Fig. 1: run 1, metal layers overlaid
Only two layers are drawn.
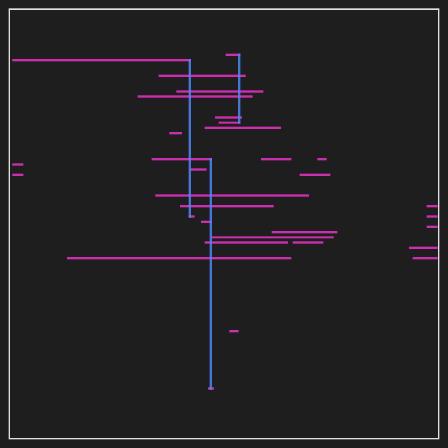
Fig. 2: run 1, met1 routing
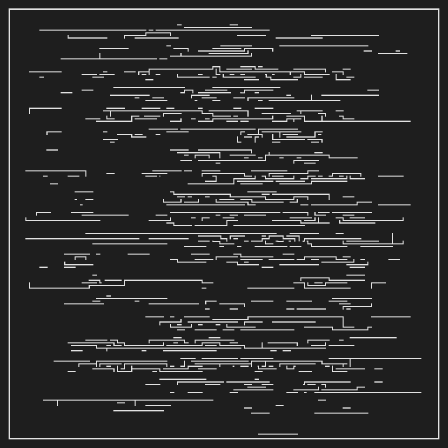
Fig. 3: run 1, clock wiring as the flow saved it
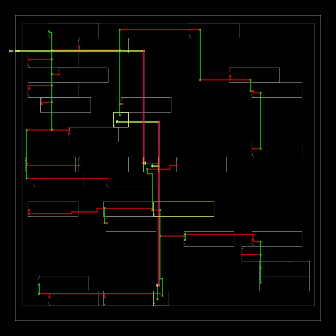
<file path="src/rtl/coin_acceptor_if.sv">
// Bus between the coin chutes, the coin acceptor and the vending FSM.
// coin_code protocol: a non-zero code is a one-cycle pulse per accepted coin.
// There is no back-pressure; the vending FSM must take the code in that cycle.
interface coin_if;
  logic       sense5;
  logic       sense10;
  logic [1:0] coin_code;
  logic       reject;
  logic       jam;
  logic       busy;
  logic [7:0] credit_total;

  // Sensor side drives sense lines and observes the results.
  modport master (
    output sense5, sense10,
    input  coin_code, reject, jam, busy, credit_total
  );

  // Acceptor side.
  modport slave (
    input  sense5, sense10,
    output coin_code, reject, jam, busy, credit_total
  );
endinterface

</file>
<file path="src/rtl/coin_acceptor.sv">
// Coin acceptor: synchronizes raw chute sensors, filters glitches, rejects
// ambiguous insertions, detects jams and keeps a saturating credit tally.
// All outputs are decoded from the state register or held in flops.
module coin_acceptor #(
  parameter int MIN_PULSE  = 3,
  parameter int MAX_PULSE  = 200,
  parameter int GAP_CYCLES = 4
) (
  input  logic       clk,
  input  logic       reset,
  coin_if.slave      bus,
  output logic [2:0] dbg_state
);

  localparam int CW = $clog2(MAX_PULSE + 1);
  localparam int GW = $clog2(GAP_CYCLES + 1);
  localparam logic [CW-1:0] MIN_C    = CW'(MIN_PULSE);
  localparam logic [CW-1:0] JAM_LAST = CW'(MAX_PULSE - 1);
  localparam logic [GW-1:0] GAP_LAST = GW'(GAP_CYCLES - 1);

  typedef enum logic [2:0] {
    IDLE    = 3'd0,
    MEASURE = 3'd1,
    EMIT    = 3'd2,
    REJECT  = 3'd3,
    GAP     = 3'd4,
    JAM     = 3'd5
  } state_t;

  state_t        state_q, state_d;
  logic [1:0]    sync5_q, sync10_q;
  logic [CW-1:0] pulse_cnt_q, pulse_cnt_d;
  logic [GW-1:0] gap_cnt_q, gap_cnt_d;
  logic          ten_q, ten_d;
  // Cleared by reset so a coin already in the chute at reset release is
  // never counted: IDLE only starts coins once a full quiet gap was seen.
  logic          armed_q, armed_d;
  logic [7:0]    credit_q, credit_d;

  logic          s5, s10, both_low, gap_done, lat_s, oth_s;
  logic [GW-1:0] gap_next;
  logic [8:0]    credit_sum;

  assign s5       = sync5_q[1];
  assign s10      = sync10_q[1];
  assign both_low = !s5 && !s10;
  assign gap_done = both_low && (gap_cnt_q == GAP_LAST);
  assign gap_next = both_low ? gap_cnt_q + GW'(1) : '0;
  assign lat_s    = ten_q ? s10 : s5;
  assign oth_s    = ten_q ? s5 : s10;
  assign credit_sum = {1'b0, credit_q} + (ten_q ? 9'd2 : 9'd1);

  // Synchronizers, state register and datapath registers.
  always_ff @(posedge clk or negedge reset) begin
    if (!reset) begin
      sync5_q     <= '0;
      sync10_q    <= '0;
      state_q     <= IDLE;
      pulse_cnt_q <= '0;
      gap_cnt_q   <= '0;
      ten_q       <= 1'b0;
      armed_q     <= 1'b0;
      credit_q    <= '0;
    end else begin
      sync5_q     <= {sync5_q[0], bus.sense5};
      sync10_q    <= {sync10_q[0], bus.sense10};
      state_q     <= state_d;
      pulse_cnt_q <= pulse_cnt_d;
      gap_cnt_q   <= gap_cnt_d;
      ten_q       <= ten_d;
      armed_q     <= armed_d;
      credit_q    <= credit_d;
    end
  end

  // Next-state and datapath update logic.
  always_comb begin
    state_d     = state_q;
    pulse_cnt_d = pulse_cnt_q;
    gap_cnt_d   = gap_cnt_q;
    ten_d       = ten_q;
    armed_d     = armed_q;
    credit_d    = credit_q;
    case (state_q)
      IDLE: begin
        if (!armed_q) begin
          gap_cnt_d = gap_next;
          if (gap_done) begin
            armed_d   = 1'b1;
            gap_cnt_d = '0;
          end
        end else if (s5 && s10) begin
          state_d = REJECT;
        end else if (s5 || s10) begin
          state_d     = MEASURE;
          ten_d       = s10;
          pulse_cnt_d = CW'(1);
        end
      end
      MEASURE: begin
        if (oth_s) begin
          state_d = REJECT;
        end else if (lat_s) begin
          if (pulse_cnt_q == JAM_LAST) begin
            state_d   = JAM;
            gap_cnt_d = '0;
          end else begin
            pulse_cnt_d = pulse_cnt_q + CW'(1);
          end
        end else if (pulse_cnt_q >= MIN_C) begin
          state_d = EMIT;
        end else begin
          state_d = IDLE;
        end
      end
      EMIT: begin
        credit_d  = credit_sum[8] ? 8'hFF : credit_sum[7:0];
        state_d   = GAP;
        gap_cnt_d = '0;
      end
      REJECT: begin
        state_d   = GAP;
        gap_cnt_d = '0;
      end
      GAP, JAM: begin
        gap_cnt_d = gap_next;
        if (gap_done) begin
          state_d   = IDLE;
          gap_cnt_d = '0;
        end
      end
      default: begin
        state_d = IDLE;
      end
    endcase
  end

  assign bus.coin_code    = (state_q == EMIT) ? (ten_q ? 2'b10 : 2'b01) : 2'b00;
  assign bus.reject       = (state_q == REJECT);
  assign bus.jam          = (state_q == JAM);
  assign bus.busy         = (state_q != IDLE);
  assign bus.credit_total = credit_q;
  assign dbg_state        = state_q;

endmodule

</file>
<file path="src/flat_wrapper.sv">
// flat-port wrapper written by rule: the top's interface ports become plain ports
module coin_acceptor_flat 
#(
  parameter int MIN_PULSE  = 3,
  parameter int MAX_PULSE  = 200,
  parameter int GAP_CYCLES = 4
)
  (clk, reset, dbg_state, bus_sense5, bus_sense10, bus_coin_code, bus_reject, bus_jam, bus_busy, bus_credit_total);
  coin_if bus_i ();
  input  logic clk;
  input  logic reset;
  output logic [2:0] dbg_state;
  input wire logic [$bits(bus_i.sense5)-1:0] bus_sense5;
  input wire logic [$bits(bus_i.sense10)-1:0] bus_sense10;
  output wire logic [$bits(bus_i.coin_code)-1:0] bus_coin_code;
  output wire logic [$bits(bus_i.reject)-1:0] bus_reject;
  output wire logic [$bits(bus_i.jam)-1:0] bus_jam;
  output wire logic [$bits(bus_i.busy)-1:0] bus_busy;
  output wire logic [$bits(bus_i.credit_total)-1:0] bus_credit_total;
  assign bus_i.sense5 = bus_sense5;
  assign bus_i.sense10 = bus_sense10;
  assign bus_coin_code = bus_i.coin_code;
  assign bus_reject = bus_i.reject;
  assign bus_jam = bus_i.jam;
  assign bus_busy = bus_i.busy;
  assign bus_credit_total = bus_i.credit_total;
  coin_acceptor #(.MIN_PULSE(MIN_PULSE), .MAX_PULSE(MAX_PULSE), .GAP_CYCLES(GAP_CYCLES)) u_core (.clk(clk), .reset(reset), .bus(bus_i), .dbg_state(dbg_state));
endmodule
</file>
<file path="config.mk">
export PLATFORM = sky130hd
export DESIGN_NAME = coin_acceptor_flat
export DESIGN_NICKNAME = d
export VERILOG_FILES = /design/src/rtl/coin_acceptor_if.sv /design/src/rtl/coin_acceptor.sv /design/src/flat_wrapper.sv
export SDC_FILE = /design/constraint.sdc
export NUM_CORES = 1
export LEC_CHECK = 0
export ABC_CLOCK_PERIOD_IN_PS = 6500
export CORE_UTILIZATION = 60
export DETAILED_ROUTE_END_ITERATION = 16
export PLACE_DENSITY = 0.91
export SYNTH_ARGS = -nofsm -noshare
export SYNTH_HDL_FRONTEND = slang
export SYNTH_SLANG_ARGS = --single-unit
</file>
<file path="constraint.sdc">
create_clock -name clk -period 6.5 [get_ports clk]
set_clock_uncertainty 0.15 [all_clocks]
set_input_delay 1.95 -clock clk [delete_from_list [all_inputs] [get_ports clk]]
set_output_delay 1.95 -clock clk [all_outputs]
set_load 0.05 [all_outputs]
</file>
==> reports/writeup.txt, run 1 <==
The number of antenna diodes in the final layout is 0. First-pass GRT wire length: 5.80 mm. The fraction of post-synthesis cell area in the top cell type by area was 40.3%. In this run the most used layer during global routing was met2. Setup slack closes at 1.92 ns. The kind of start point of the critical path is a flip-flop.

Checking max transition, the worst relative margin is 55.6%. The run gives 1980 um2 as the summed area of non-filler cells in the final layout. At the placement stage, the worst setup path has a slack of 2.34 ns.

For this run the detailed placement stage logged an HPWL of 2.53 mm. Share of the core filled with cells in the final layout: 71.9%. Per the OpenROAD floorplan log, the height of the die is 55.8 um. The chip footprint was 3120 um2; the tally of yosys warning messages was 0. The launch point of the critical path was u_core.dbg_state[1].

STA shows the worst min-delay path finishing at u_core.sync10_q[1]. The average vias per placed instance was 6.33; the number of enable-type register cells in the synthesized netlist was 0. The DRC violation total left in the routed layout is recorded as 0. Setup repair after global routing left no endpoint under its margin.

Input and output buffers added on the ports amount to 19. The tools report the number of standard-cell rows in the floorplan as 19. Proportion of power drawn by combinational gates: 48.6%.

For reference, the most critical setup path is categorized as flip-flop to output pin. For this run, asynchronously set or reset flops after synthesis account for 100%. A synthesized cell averages 10.1 um2.

The run gives 29 as the pin count of the biggest net entering global routing. The tools report the switching power of the nets as 0.000337 W. Summed over all nets, wire length on met3 after detailed routing comes to 209 um. With the synthesized instance count at 173, the number of buffers between clock root and the deepest sink is 2.

For this design the top-level I/O count stands at 20. The report counts max-capacitance violations totalling 0. Nets still carrying antenna violations after routing amount to 0.

The core region is 2760 um2. Sorting the Yosys area breakdown by cell type puts at the top dfrtp_1. The proportion of synthesized chip area in sequential cells was 40.3%. The report shows a maximum critical-path fanout of 13.

According to the timing report, the critical path is captured at bus_coin_code[0]. Among all flip-flop cells after synthesis, the most frequent one is dfrtp_1. The clock network is responsible for 16.2% of the overall power. For the total of cells resized after clock tree synthesis, the log shows 0. The worst path buffer plus inverter count works out to 1. Data on the critical path is required at its endpoint by 4.40 ns.

The net count of the finished layout is 200. The run gives 1,244 for the number of global-route vias before repair. For the finished layout, the period the worst path requires is 4.58 ns. The report lists the cells along the critical path as or3b_1 -> nor2_1 -> clkdlybuf4s50_1. The maximum clock rate was 218 MHz. The main area contributors are dfrtp_1 (40%), ha_1 (3.6%), mux2i_1 (3.5%), a2111oi_2 (3.5%), nand2_1 (3.0%). The logs give 3.49% for the met3 usage and 183 for the synthesized net count. The run gives 63.1% for the core utilization before placement. Dividing the final minimum period by the clock period gives 70.5%.

The fraction of the mapped netlist area in compound gates is 17.3%, and the peak supply drop is 0.000315 V. After detailed placement, the design holds a cell count of 216. The synthesized netlist devotes 24.8% of its cell area to simple gates. Library cell used as clock root buffer: clkbuf_4.

The logs give 0 for the overflow left after global routing and 0 for the final number of max-transition violations. At the pin with the least slew margin, the transition time is 0.665 ns. The library cell contributing the largest single delay on the critical path is clkdlybuf4s50_1.

For this run, the chip area from Yosys synthesis comes to 1740 um2. The largest single stage delay on the critical path is 0.81 ns. The endpoint arrival time on the critical path was 2.48 ns. The synthesized netlist occupies a cell area of 1740 um2.

dfrtp_1 is the most common cell in the netlist. Before antenna repair, the detailed router went through 4 iterations. Summing the areas of all xor and xnor instances in the mapped netlist gives 2.52% of the synthesized area. The synthesized design contains 28 register bits. The final setup violation count was 0. In this run the most critical hold path is launched from u_core.sync10_q[0]. TritonRoute output was used to compute an average wire per cell of 16.2 um. Dominant delay contributor by cell family on the critical path: buffers and inverters.

The leakage power total was 0.842 nW; the adder-cell area share of the yosys netlist was 4.75%. The run gives 0 as the final count of hold timing violations. The internal power of the cells is 0.000396 W.

The flow ran to the end, and the final reports show no timing, DRC or antenna violations. TritonCTS built the clock tree. For the setup fix buffers added after clock tree synthesis, the log shows 0. Post-synthesis cell type count: 53.

By count the netlist is led by dfrtp_1 (28), nand2_1 (14), nor2_1 (14). The congestion estimate from routability-driven global placement came to 0.868. Largest family of logic cells by area: simple AND/OR/NAND/NOR gates. Maximum level of the CTS H-tree: 1. The number of antenna violations at the first check in global routing is 0, and the hold buffer count at cts is 0. The number of warnings reported in the stage logs is 26. On the reported timing paths, the clock transition at the registers reads 0.16 ns. The run gives 0 for the cell count of the worst hold path. The tools report the critical path capture point type as an output pin. The wire length the detailed router placed on met1 is 1.57 mm. The initial DRC count is 87, and the logic depth of the worst register-to-register path is 8. The share of final-layout standard cells stronger than drive strength 1 is 13.2%, and the instance count on the critical path is 3. Adding up every negative setup slack in the final design gives 0 ns.

The synthesis run shows multiplexers occupying 6.04% of the cell area. The area growth from synthesis to layout is 14.0%. The endpoint identified for the worst register-to-register timing path is u_core.bus.credit_total[1]. Detailed routing placed a total of 1.73 mm of wire on met2. The register-to-register setup slack was 4.19 ns; the floorplan die width was 55.8 um. The total power density per cell area is 370 nW/um2. In this run the top signal layer used is met4.

The type recorded for the worst min-delay path is flip-flop to flip-flop. met2 track demand over resource after global routing is 38.4%. Sequential cells burn 35.2% of the power. The run gives 0.000733 W for the power after layout. Per the timing report, the most critical flop-to-flop path originates at u_core.ten_q. The placed instances occupy a cell area of 1930 um2.

With the yosys cell count at 173, the switching share of total power is 46.0%. On the final layout, the worst hold slack is 0.229 ns. The run gives 220 for the number of standard cells in the final layout excluding fillers.
Back to the opening pictures, Fig. 1:
Key: metal 3 = magenta [wire length 210 um]; metal 4 = blue [wire length 59.2 um]
gr usage total: 24.3%
detailed-route wire length: 3.57 mm

Back to the opening pictures, Fig. 2:
The layer carries 1,570 um of wire. The longest straight run is 24.8 um. 179 nets have wire on it. The layer holds 44% of the routed length.
DR vias: 1,392
global-route track usage on met1: 33.5%

Back to the opening pictures, Fig. 3:
power in the clock group: 0.000118 W
Worst-Skew Late Latency: 0.35 ns
Inserted Clock Buffers: 3
num sequential: 28
number of sinks driven by the clock tree: 28

==> run 1: flip-flops by register name, indices dropped and copies added, names as in the netlist <==
signal / count
u_core.gap_cnt_q: 3
u_core.pulse_cnt_q: 8
u_core.ten_q: 1
u_core.armed_q: 1
u_core.dbg_state: 3
u_core.sync10_q: 2
u_core.bus.credit_total: 8
u_core.sync5_q: 2
==> run 1: cell usage in the layout, fill, tap and decap left out, drive strengths merged, types with 2 or more instances in the layout <==
| cell type | count |
|---|---|
| a31oi | 3 |
| or3 | 2 |
| nor4 | 2 |
| and2 | 2 |
| nand4 | 5 |
| nor2 | 14 |
| and3b | 3 |
| a2111oi | 6 |
| dfrtp | 28 |
| a21o | 2 |
| or3b | 3 |
| a21oi | 3 |
| nand2b | 5 |
| and3 | 2 |
| xor2 | 3 |
| mux2 | 4 |
| a211oi | 2 |
| nor3 | 4 |
| clkbuf | 3 |
| inv | 8 |
| o21ai | 7 |
| nor3b | 3 |
| o211ai | 4 |
| nand3b | 2 |
| nand3 | 9 |
| mux2i | 6 |
| xnor2 | 2 |
| clkdlybuf4s50 | 19 |
| or2 | 2 |
| nand2 | 14 |
| ha | 5 |
==> run 1: layout make-up <==
cell class / instances / area [um2]
Multi-Input combinational cell: 129 / 963
Fill cell: 202 / 774
Sequential cell: 28 / 701
Timing Repair Buffer: 20 / 198
Tap cell: 31 / 38.8
Clock inverter: 1 / 30.0
Inverter: 8 / 30.0
Clock buffer: 3 / 22.5
==> run 1: power by group through the flow <==
stage                     Sequential [W]  Combinational [W]  Clock [W]
after floorplan                 0.000289           0.000234          0
after global placement          0.000255           0.000341          0
after detailed placement        0.000260           0.000352          0
after global routing            0.000264           0.000378   0.000126
after CTS                       0.000257           0.000355   0.000120
final                           0.000258           0.000357   0.000118
==> run 2: changes to the inputs <==
--- a/config.mk
+++ b/config.mk
@@ -5,10 +5,10 @@
 export SDC_FILE = /design/constraint.sdc
 export NUM_CORES = 1
 export LEC_CHECK = 0
-export ABC_CLOCK_PERIOD_IN_PS = 6500
-export CORE_UTILIZATION = 60
+export ABC_CLOCK_PERIOD_IN_PS = 3910
+export CORE_UTILIZATION = 50
 export DETAILED_ROUTE_END_ITERATION = 16
-export PLACE_DENSITY = 0.91
+export PLACE_DENSITY = 0.81
 export SYNTH_ARGS = -nofsm -noshare
 export SYNTH_HDL_FRONTEND = slang
 export SYNTH_SLANG_ARGS = --single-unit
==> constraint.sdc (replaced) <==
create_clock -name clk -period 3.91 [get_ports clk]
set_clock_uncertainty 0.15 [all_clocks]
set_input_delay 1.173 -clock clk [delete_from_list [all_inputs] [get_ports clk]]
set_output_delay 1.173 -clock clk [all_outputs]
set_load 0.05 [all_outputs]
==> reports/writeup.txt, run 2 <==
Per the OpenROAD floorplan log, the height of the die is 61.0 um. Entering global routing, the biggest net connects 29 pins. The total negative setup slack was 0 ns. Counting the fill cells in the layout gives 288.

The top cell types in the final layout, fill and taps aside, are dfrtp_1 (28), clkdlybuf4s50_1 (19), nor2_1 (14), nand2_1 (14), nand3_1 (8). The maximum level of the CTS H-tree was 1; the switching share of total power was 47.0%. Among logic cells in the layout, the one with the most instances is dfrtp_1.

Once detail routing completed, the nets flagged for antenna violations numbered 0. Proportion of power drawn by combinational gates: 52.4%. The run finished with clean final reports. Per report_power, the sequential group accounts for 35.3% of the total. The number of global-route vias before repair was 1,171. CTS reports a maximum clock tree buffer depth of 2.

In the final layout, the share of cells above drive strength 1 is 13.7%. After clock tree synthesis, the repair step resized 0 gates. The clock network burns 12.3% of the power. For the number of antenna violations at the first check in global routing, the log shows 0. STA classifies the critical path startpoint as a flip-flop. The synthesized net count came out at 183. With the total power density per cell area at 584 nW/um2, the first-pass GRT wire length is 5.38 mm. Counting flops and latches in the post-synthesis netlist gives 28. The tools report the count of maximum capacitance violations as 0. The hold path startpoint was u_core.sync10_q[0]. For the number of standard-cell rows in the floorplan, the log shows 21. The busiest metal layer after global routing is met2. Post-synthesis chip area from yosys: 1740 um2. In this run the horizontal extent of the chip is 61.0 um. Clock transition at the registers of the reported paths: 0.16 ns. The script parses the final routing iteration and logs DRC violations as 0.

The group drawing the most power was combinational logic. The final timing report counts setup violations totalling 0. The completed layout was analyzed and its total power is 0.00116 W. On met2, the global router reports a usage of 30.3%. The first routing iteration left 125 violations. The tools report the total iterations of the first detailed-routing run as 4. Endpoints failing hold in the final report were tallied at 0. The highest metal layer carrying signal wires in the routed design is met4.

Counting distinct cell types in the post-synthesis netlist gives 53. The startpoint identified for the worst register-to-register timing path is u_core.ten_q. Per report_power, the Sequential row totals 0.000412 W. With the endpoint arrival time on the critical path at 2.43 ns, the portion of the clock cycle consumed by the worst path in the final layout is 96.0%.

Per the GRT congestion report, total overflow comes to 0. The warning tally printed by Yosys for this design is 0. TritonCTS built the clock tree. Setup repair after global routing left no endpoint under its margin.

The final weighted congestion in routability-driven placement is 0.870. Before any placement, the netlist area is recorded as 1740 um2. The number of port buffers was 19. Per the power-grid run, VDD falls by no more than 0.000182 V. In the routed layout, each cell is associated on average with a via count of 5.82.

In this run the count of I/O pins placed on the die edge is 20. Each instance of the synthesized netlist takes up on average 10.1 um2. Final number of max-transition violations: 0.

The leakage power in the latest report is 0.840 nW. The chip occupies 3720 um2. The hold buffer count at cts is 0.

The share of synthesized area in the top cell type comes to 40.3%. The switching power of the nets was 0.000547 W. Power attributed to the clock group is 0.000143 W.

Kind of critical path: flip-flop to output pin. According to the hold report, the worst path is of the flip-flop to flip-flop type. The main area contributors are dfrtp_1 (40%), ha_1 (3.6%), mux2i_1 (3.5%), a2111oi_2 (3.5%), nand2_1 (3.0%).

With the power in combinational cells at 0.000610 W, the synthesized instance count is 173. Met3 usage: 3.20%. The relative max-transition margin was 59.9%.

STA classifies the critical path endpoint as an output pin. The core utilization before placement came out at 52.1%. For this run the detailed placement stage logged an HPWL of 2.55 mm.

The tree is rooted in a clkbuf_4. The internal portion of the total power is 0.000618 W. The report shows a maximum critical-path fanout of 13. The number of nets in the finished design was 201; the met1 demand-to-capacity share in global routing was 28.4%.

The cell type that accounts for the most area after synthesis is dfrtp_1. The run gives 173 as the yosys cell count. The commonest cells after synthesis are dfrtp_1 (28), nand2_1 (14), nor2_1 (14).

The routed design uses 147 um of met3 wire. Once the clock tree was built, the setup fixing pass inserted 0 buffers. The routed design could run at a clock period as short as 3.75 ns. Of all flip-flops after synthesis, the portion carrying an async set or reset was 100%.
==> run 2: netlist changes by cell type in the layout (fill, tap and decap cells not counted), sizes merged <==
cell,before,now
clkbuf,3,4
bufinv,1,0
buf,1,2
==> run 2: kinds of logic after synthesis <==
| kind of cell | Yosys count | share of synthesized area [%] |
|---|---|---|
| fa+ha+maj | 6 | 4.75 |
| mux | 10 | 6.04 |
| xor+xnor | 5 | 2.52 |
| buf+inv | 16 | 4.32 |
| compound gates | 34 | 17.3 |
| flops | 28 | 40.3 |
| simple gates | 74 | 24.8 |
==> run 2: layout make-up <==
type	count	area, um2	share of cell area, %
Multi-Input combinational cell	129	963	48.3
Sequential cell	28	701	35.2
Timing Repair Buffer	21	205	10.3
Tap cell	46	57.6	2.89
Clock buffer	4	36.3	1.82
Inverter	8	30.0	1.51
==> run 2: final timing paths <==
kind | endpoint | slack (ns) | cells past startpoint
worst max-delay path | bus_coin_code[0] | 0.16 | 3
worst min-delay path | u_core.sync10_q[1] | 0.23 | 0
worst max register to register | u_core.bus.credit_total[1] | 1.55 | 8
worst min register to register | u_core.sync10_q[1] | 0.23 | 0
max in group asynchronous | u_core.bus.credit_total[5] | 2.30 | 2
min in group asynchronous | u_core.pulse_cnt_q[6] | 1.04 | 2
==> run 2: worst max-delay path, cell delays in order (launching register included) <==
cell	delay, ns
dfrtp_1	0.61
or3b_1	0.54
nor2_1	0.14
clkdlybuf4s50_1	0.81
==> run 2: through the flow <==
step | instance area (um2) | worst slack [ns] | instances
after floorplan | 1740 | 0.497 | 173
after CTS | 1990 | 0.141 | 236
after detailed placement | 1960 | 0.521 | 232
after global placement | 1960 | 0.568 | 232
after global routing | 1990 | 0.0400 | 236
final | 1990 | 0.157 | 236
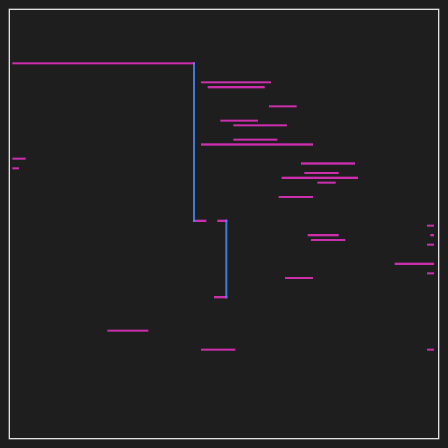
Fig. 4. Metal layers overlaid (run 2).
Only two layers are drawn.
Key: metal 3 = magenta [wire length 148 um]; metal 4 = blue [wire length 33.3 um]
DR vias: 1,373
detailed-route wire length: 3.38 mm
Wirelength per Cell: 14.3 um
gr usage total: 19.5%

==> run 3: changes to the inputs <==
--- a/config.mk
+++ b/config.mk
@@ -5,10 +5,10 @@
 export SDC_FILE = /design/constraint.sdc
 export NUM_CORES = 1
 export LEC_CHECK = 0
-export ABC_CLOCK_PERIOD_IN_PS = 3910
-export CORE_UTILIZATION = 50
+export ABC_CLOCK_PERIOD_IN_PS = 3700
+export CORE_UTILIZATION = 55
 export DETAILED_ROUTE_END_ITERATION = 16
-export PLACE_DENSITY = 0.81
+export PLACE_DENSITY = 0.84
 export SYNTH_ARGS = -nofsm -noshare
 export SYNTH_HDL_FRONTEND = slang
 export SYNTH_SLANG_ARGS = --single-unit
==> constraint.sdc (replaced) <==
create_clock -name clk -period 3.7 [get_ports clk]
set_clock_uncertainty 0.15 [all_clocks]
set_input_delay 1.11 -clock clk [delete_from_list [all_inputs] [get_ports clk]]
set_output_delay 1.11 -clock clk [all_outputs]
set_load 0.05 [all_outputs]
==> reports/writeup.txt, run 3 <==
After floorplanning, the core was divided into 20 placement rows. The run gives 4.75% for the adder-cell area share of the yosys netlist. After layout, the minimum clock period comes to 3.48 ns. The class of the tightest hold or removal check was flip-flop to flip-flop. The script computed the net switching share of total power as 45.2%. The transition time at the pin with the least slew margin is 0.668 ns, and the relative max-transition margin is 55.5%.

Based on the critical path, the design can be clocked at up to 287 MHz. The vertical die dimension reported for this design is 58.2 um. Yosys reported a register bit count of 28.

Including well taps, the total number of placed cells is 231. The run gives 16.1% for the area growth from synthesis to final layout. The kind of critical path was flip-flop to output pin. Per the detail_route report, vias per standard cell equal 5.91. In this run, the synthesized area fraction spent on AND-OR/OR-AND gates is recorded as 17.3%. The first global-routing pass estimated 5.87 mm of wire. Summed over all failing endpoints, the final setup total negative slack is 0 ns. The main area contributors are dfrtp_1 (40%), ha_1 (3.6%), mux2i_1 (3.5%), a2111oi_2 (3.5%), nand2_1 (3.0%).

The run gives 94 as the initial DRC count. Data arrives at the worst endpoint at 2.22 ns. Per the post-CTS timing run, clock transition at the registers of the reported paths is 0.16 ns. Along the worst path, the maximum fanout reaches 13.

In this run, synthesis inferred 0 flip-flops with an integrated enable. Post-synthesis chip area from yosys: 1740 um2. According to the CTS report, the clock sink count is 28. The number of antenna violations at the first check in global routing is 0, and the number of buffers between clock root and the deepest sink is 2. Hold path startpoint: u_core.sync5_q[0]. The tools report the total iterations of the first detailed-routing run as 5.

For this run, the leading register cell type out of synthesis is dfrtp_1. The remaining antenna violation count after routing is 0, and the final setup violation count is 0. According to the floorplan report, the placeable core area is 3030 um2. Counting the buffers created by CTS gives 3. Setup repair after global routing left no endpoint under its margin. The most critical hold endpoint after final layout shows a slack of 0.223 ns. Each instance of the synthesized netlist takes up on average 10.1 um2. The total power density per cell area is 640 nW/um2, and the number of standard cells in the final layout excluding fillers is 235.

The highest supply drop recorded on VDD is 0.000280 V. The launch point of the critical path was u_core.dbg_state[2]. The share of final-layout standard cells stronger than drive strength 1 is 14.1%, and the post-detailed-placement cell area is 1960 um2. Summed over all nets, the half-perimeter wirelength after detailed placement is 2.64 mm. The combinational gate area was 963 um2. Among the non-sequential cells, simple AND/OR/NAND/NOR gates take the most area. As reported, the later end of the worst-skew pair has a clock insertion delay of 0.34 ns.

In the final report, the number of pins over their slew limit comes to 0. The run gives 1740 um2 for the post-synthesis instance area. I/O pin count: 20. The clock network burns 15.6% of the power. For reference, the top cells by count after synthesis are dfrtp_1 (28), nand2_1 (14), nor2_1 (14). In this run the maximum-capacitance check reported violations numbering 0.

The tools report the hold buffer count at cts as 0. In this run the critical register-to-register path is launched from u_core.ten_q. The congestion estimate from routability-driven global placement came to 0.920. In the synthesized netlist the async set-or-reset flop fraction comes to 100%.

By instance count after routing, the leading logic cell types are dfrtp_1 (28), clkdlybuf4s50_1 (17), nor2_1 (14), nand2_1 (14), nand3_1 (8). The tools report the number of DRC violations after detailed routing as 0. The tools report the critical path capture point type as an output pin. Clock tree synthesis selected as its root buffer the cell clkbuf_4. The proportion of power drawn by combinational gates is 51.4%, and the switching power of the nets is 0.000584 W.

The data required time of the critical path is 2.44 ns. After routing the design area is 2020 um2. The post-synthesis mux area share was 6.04%; the tally of filler cells in the layout was 230. The final antenna diode tally reported by the flow is 0.

After global routing the overflow that remains totals 0. The critical path in the final layout is reported with a setup slack of 0.219 ns. The leakage component of the power was reported as 0.890 nW. TritonCTS built the clock tree. The horizontal die dimension reported for this design is 58.2 um.

The run gives 15.3 um for the wire length per cell. With the pin count of the biggest net entering global routing at 29, the total of cells resized after clock tree synthesis is 0. The number of cells reported by Yosys stat comes to 173.

The cell count after synthesis came out at 173. The synthesized net count came out at 183. The most frequently placed logic cell in the final layout was dfrtp_1. The sequential share of power was 33.0%; the simple-gate share of the synthesized area was 24.8%.

The internal portion of the total power is 0.000707 W. The run gives 202 as the number of nets in the finished design. The xor and xnor area share after synthesis was 2.52%; the core utilization before placement was 57.4%. The area taken by sequential standard cells is reported as 701 um2.

The run gives 94.1% for the portion of the clock cycle consumed by the worst path in the final layout. The flow ran to the end, and the final reports show no timing, DRC or antenna violations. For the total global routing track utilization, the log shows 22.8%. The tools report the kind of start point of the critical path as a flip-flop.

Per the OpenROAD floorplan log, the area of the die is 3390 um2. The setup fix buffers added after clock tree synthesis came out at 0. Setup slack on the worst path after placement came out at 0.405 ns. In the final report, the number of hold violations comes to 0. The tally of yosys warning messages is 0, and the fraction of post-synthesis cell area in the top cell type by area is 40.3%. Input and output buffers added on the ports amount to 19. The number of global-route vias before repair is 1,271. For the proportion of synthesized chip area in sequential cells, the log shows 40.3%. Cell accounting for the most synthesized area: dfrtp_1. Looking at the gate-level netlist, the highest instance count belongs to dfrtp_1.

The run gives 53 for the post-synthesis cell type count. With the maximum level of the CTS H-tree at 1, the tool warning count is 26.
## run 3: layout make-up
type / count / share of cell area (%)
multi-input cells: 129 / 47.7
clock inverters: 1 / 1.49
inverters: 8 / 1.49
well taps: 44 / 2.73
clock buffers: 3 / 1.12
flip-flops and latches: 28 / 34.7
repair buffers: 22 / 10.8
## run 3: routing by layer
layer | wire (um) | vias up | GRT usage, %
met5 | 0 | - | 0
met4 | 58 | 0 | 9.52
met3 | 195 | 8 | 4.91
met2 | 1650 | 47 | 32.7
met1 | 1690 | 669 | 33.2
li1 | - | 666 | -
## run 3: critical path: stages, from the launching register on
cell             delay, ns
dfrtp_1               0.40
buf_4                 0.18
nor3_2                0.38
inv_2                 0.20
clkdlybuf4s50_1       0.74
## run 3: stage by stage
stage / power, W / utilization, %
floorplan: 0.000918 / -
global placement: 0.00106 / 64.8
detailed placement: 0.00109 / 64.8
CTS: 0.00129 / 66.5
global route: 0.00136 / 66.7
finish: 0.00129 / 66.7
## run 3: path summary, 6_finish.rpt
| check | cells after the start | slack (ns) | endpoint |
|---|---|---|---|
| max | 4 | 0.22 | bus_busy |
| max in group asynchronous | 2 | 2.15 | u_core.bus.credit_total[4] |
| min reg2reg | 0 | 0.22 | u_core.sync5_q[1] |
| min | 0 | 0.22 | u_core.sync5_q[1] |
| max reg2reg | 8 | 1.30 | u_core.bus.credit_total[1] |
| min in group asynchronous | 2 | 0.97 | u_core.pulse_cnt_q[5] |
## run 3: power by group through the flow
stage | Clock (W) | Combinational (W) | Sequential, W
finish | 0.000202 | 0.000664 | 0.000426
global route | 0.000215 | 0.000714 | 0.000435
CTS | 0.000204 | 0.000664 | 0.000425
detailed placement | 0 | 0.000656 | 0.000433
global placement | 0 | 0.000640 | 0.000423
floorplan | 0 | 0.000411 | 0.000507
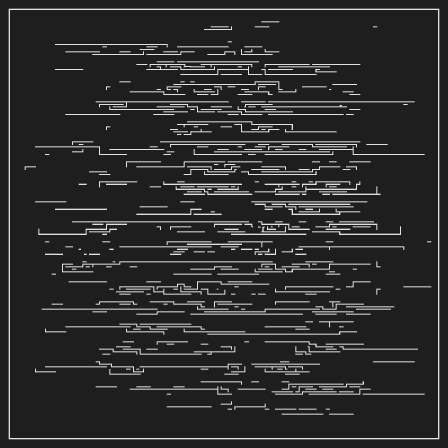
Fig. 5. Met1 routing (run 3).
The layer carries 1,690 um of wire. The layer holds 47% of the routed length.
detailed-route wire length: 3.60 mm
DR vias: 1,390
global-route track usage on met1: 33.2%


==> notes/layouts.md <==
Pictures saved along the way, in no particular order.

Signal wires on met2.
(a)
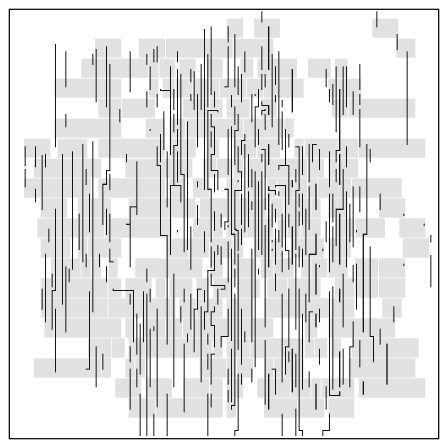
(b)
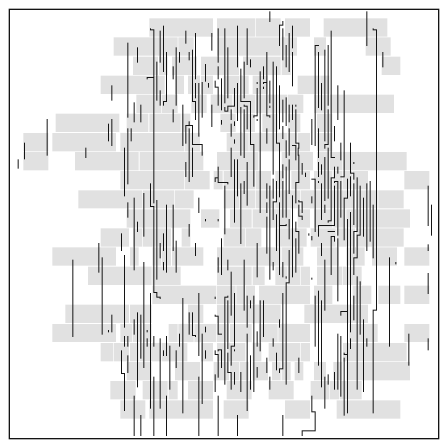
run 3: (a)
run 2: (b)

Key to (b):
The layer holds 47% of the routed length. The longest straight run is 40.0 um. 171 nets have wire on it. The layer carries 1,570 um of wire. The wires run mostly vertical.

Power is estimated from default activity; no workload was simulated.
